==> images/density.png <==
Drawn at 1.5 px/um. The die is cut into 28 by 20 equal tiles; white is low, dark blue is high, 0 to 100% covered.
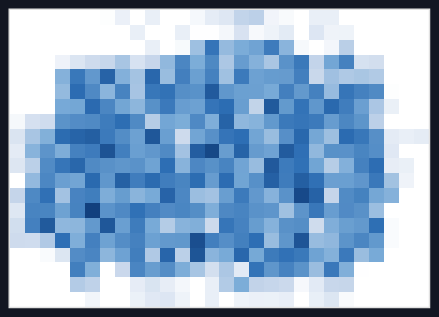
==> images/met3.png <==
Drawn at 1.5 px/um. Cells faint in the background.
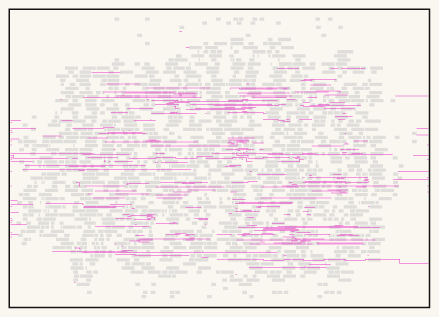
==> images/final_clocks.png <==
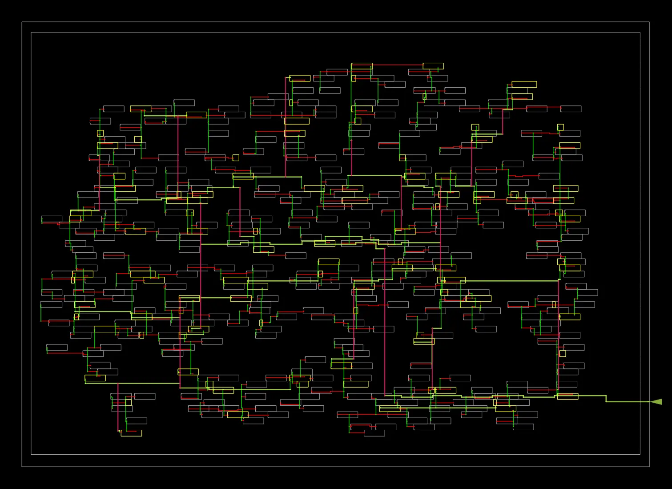
<file path="src/rtl/alu_issue_ctrl.sv">
// Issue/writeback controller for the 16-bit ALU: owns the register file, issues
// one instruction at a time to the ALU and writes the captured result back.
module alu_issue_ctrl #(
  parameter int DATA_W = 16,
  parameter int REG_AW = 4
) (
  input  logic              clk,
  input  logic              rst,
  input  logic              instr_valid,
  output logic              instr_ready,
  input  logic [15:0]       instr_data,
  output logic [DATA_W-1:0] alu_a,
  output logic [DATA_W-1:0] alu_b,
  output logic [1:0]        alu_op,
  input  logic [DATA_W-1:0] alu_result,
  output logic              done,
  output logic              illegal,
  input  logic [REG_AW-1:0] dbg_addr,
  output logic [DATA_W-1:0] dbg_data
);

  localparam int NUM_REGS = 2 ** REG_AW;

  typedef enum logic [1:0] {
    IDLE,
    DECODE,
    EXEC,
    WB
  } state_t;

  state_t            state;
  logic [15:0]       instr;
  logic [DATA_W-1:0] result;
  logic [DATA_W-1:0] regFile [NUM_REGS];

  logic [2:0]        op;
  logic [REG_AW-1:0] rd;
  logic [REG_AW-1:0] rs;
  logic [REG_AW-1:0] rt;
  logic              unusedBit;

  assign op        = instr[15:13];
  assign rd        = REG_AW'(instr[12:9]);
  assign rs        = REG_AW'(instr[8:5]);
  assign rt        = REG_AW'(instr[4:1]);
  assign unusedBit = instr[0];

  // r0 is hard-wired to zero on every read path.
  function automatic logic [DATA_W-1:0] readReg(input logic [REG_AW-1:0] addr);
    return (addr == '0) ? '0 : regFile[addr];
  endfunction

  // NOTE: ready is gated by rst directly so it is low for the whole reset
  // window, not just after the first clock edge inside it.
  assign instr_ready = (state == IDLE) && !rst;
  assign done        = (state == WB);
  assign dbg_data    = readReg(dbg_addr);

  always_ff @(posedge clk or posedge rst) begin
    if (rst) begin
      state   <= IDLE;
      instr   <= '0;
      result  <= '0;
      alu_a   <= '0;
      alu_b   <= '0;
      alu_op  <= '0;
      illegal <= 1'b0;
      // NOTE: the register file is cleared on reset because software relies on
      // every register reading zero afterwards; this forces flops, not a RAM.
      for (int i = 0; i < NUM_REGS; i++) regFile[i] <= '0;
    end else begin
      illegal <= 1'b0;
      case (state)
        IDLE: begin
          if (instr_valid) begin
            instr <= instr_data;
            state <= DECODE;
          end
        end
        DECODE: begin
          if (op <= 3'd3) begin
            alu_a  <= readReg(rs);
            alu_b  <= readReg(rt);
            alu_op <= op[1:0];
            state  <= EXEC;
          end else if (op == 3'd4) begin
            result <= DATA_W'(instr[7:0]);
            state  <= WB;
          end else begin
            illegal <= 1'b1;
            state   <= IDLE;
          end
        end
        EXEC: begin
          result <= alu_result;
          state  <= WB;
        end
        WB: begin
          if (rd != '0) regFile[rd] <= result;
          state <= IDLE;
        end
        default: state <= IDLE;
      endcase
    end
  end

endmodule

</file>
<file path="config.mk">
export PLATFORM = sky130hd
export DESIGN_NAME = alu_issue_ctrl
export DESIGN_NICKNAME = d
export VERILOG_FILES = /design/src/rtl/alu_issue_ctrl.sv
export SDC_FILE = /design/constraint.sdc
export NUM_CORES = 1
export LEC_CHECK = 0
export CAP_MARGIN = 25
export CORE_ASPECT_RATIO = 0.7
export CORE_MARGIN = 4
export CORE_UTILIZATION = 35
export CTS_CLUSTER_DIAMETER = 30
export CTS_CLUSTER_SIZE = 24
export DETAILED_ROUTE_END_ITERATION = 8
export GPL_ROUTABILITY_DRIVEN = 0
export PLACE_DENSITY = 0.59
export SYNTH_ARGS = -nofsm -noshare
export SYNTH_HDL_FRONTEND = slang
export SYNTH_SLANG_ARGS = --single-unit
</file>
<file path="constraint.sdc">
create_clock -name clk -period 15.31 [get_ports clk]
set_input_delay 4.593 -clock clk [delete_from_list [all_inputs] [get_ports clk]]
set_output_delay 4.593 -clock clk [all_outputs]
set_load 0.01 [all_outputs]
</file>
==> impl_metrics.yaml <==
# physical design summary
synth:
  common_cells: "325 x sky130_fd_sc_hd__dfrtp_1, 271 x sky130_fd_sc_hd__mux2_2, 139 x sky130_fd_sc_hd__mux2i_1"
  yosysTopAreaCell: "sky130_fd_sc_hd__dfrtp_1"
  syn-mean-instance-area_um2: 14.03
  syn-cell-area_um2: 18020
  post_synth_main_area_contributors: "sky130_fd_sc_hd__dfrtp_1 45%, sky130_fd_sc_hd__mux2_2 17%, sky130_fd_sc_hd__mux4_2 16%"
  enable_flop_cells: 0
  postSynthRegisterBits: 325
  netlist-cell-type-count: 40
  flop_cell: "sky130_fd_sc_hd__dfrtp_1"
  ys_warn_count: 0
place:
  detailed_place.area_um2: 19530
clock_tree:
  number_of_buffers_on_the_longest_clock_path: 3
  cts_hold_buffers: 0
  clk_root_buffer_cell: "sky130_fd_sc_hd__clkbuf_16"
setup_path:
  endpoint_kind: "primary output"
  crit_slowest_cell: "sky130_fd_sc_hd__buf_4"
  critical_path.most_common_cell: "sky130_fd_sc_hd__buf_4"
  timing.critical_path.required_ps: 10720
  critPathMaxFanout: 50
  setup.worst_path.end: "dbg_data[8]"
  depth_of_the_worst_register_to_register_path: 5
finish:
  drive_above_1_share_pct: 40.87
  final_layout_top_logic_cell: "sky130_fd_sc_hd__dfrtp_1"
  area_growth_syn_to_layout_pct: 20.10
final_timing:
  final-setup-viol-count: 0
  finalCritPeriodShare_pct: 80.38
  finalWorstPathRequiredPeriod_ps: 12310
  grt_setup_unrepaired: "false"
hold_path:
  holdCritStartpoint: "regFile[245]$_DFFE_PP0P_"
floorplanning:
  vert_die_dim_um: 197.8
  top_level_ports: 92
routing:
  dr.max_layer_used: "met5"
  m1WireLength_mm: 26.70
  detail_route.wl_per_cell_um: 28.35
  via_per_inst: 6.102
  drt_pre_antenna_iters: 5
  drt-initial-drc-count: 1051
power:
  pwr.group.combinational_w: 0.00167
grt:
  grt_pass1_vias: 12660
run_status:
  outcome: "completed"
Back to the opening pictures, density.png:
emptiest ninth of the die = top left
fullest tile = 93%
nearly empty tiles = 24%
Core Util, Final: 42.56%
Core Region: 50,850 um^2
Starting Density: 35.43%

Back to the opening pictures, met3.png:
longest straight run = 130 um
main direction = horizontal
share of all routed wire = 8.1%
nets with wire on the layer = 187
wire length on this layer = 4,740 um
met3 GRT Util: 5.669%
routed via count: 12,560
final wirelength: 58.37 mm

Back to the opening pictures, final_clocks.png:
Latency at later pin: 590 ps
sinks on the clock net: 325
clock buffers created by TritonCTS: 58
Clock Power: 0.00133 W
flip-flop and latch count: 325

-- logic make-up after synthesis --
group | share of synthesized area [%]
AND-OR/OR-AND | 7.777
AND/OR/NAND/NOR | 2.826
buffers and inverters | 3.791
flip-flops | 45.14
multiplexers | 40.47
-- registers in the layout, indices dropped and copies added (netlist names), named ones only --
name,flops
alu_a,16
alu_b,16
alu_op,2
illegal,1
instr,16
regFile,256
result,16
state,1
-- cell type report --
type                    count  share of cell area, %
clock inverters            39                  2.243
inverters                   3                0.08673
multi-input cells         817                  42.97
repair buffers            132                  6.036
flip-flops and latches    325                  37.64
clock buffers              69                  7.135
well taps                 674                  3.897
-- through the flow --
stage | setup WS, ps | std cells
finish | 3004 | 2059
global route | 2761 | 2059
CTS | 2974 | 2056
detailed placement | 2976 | 1948
global placement | 3009 | 1945
floorplan | 1719 | 1284
Power figures rest on the tool's default switching activity, not on a simulated workload.
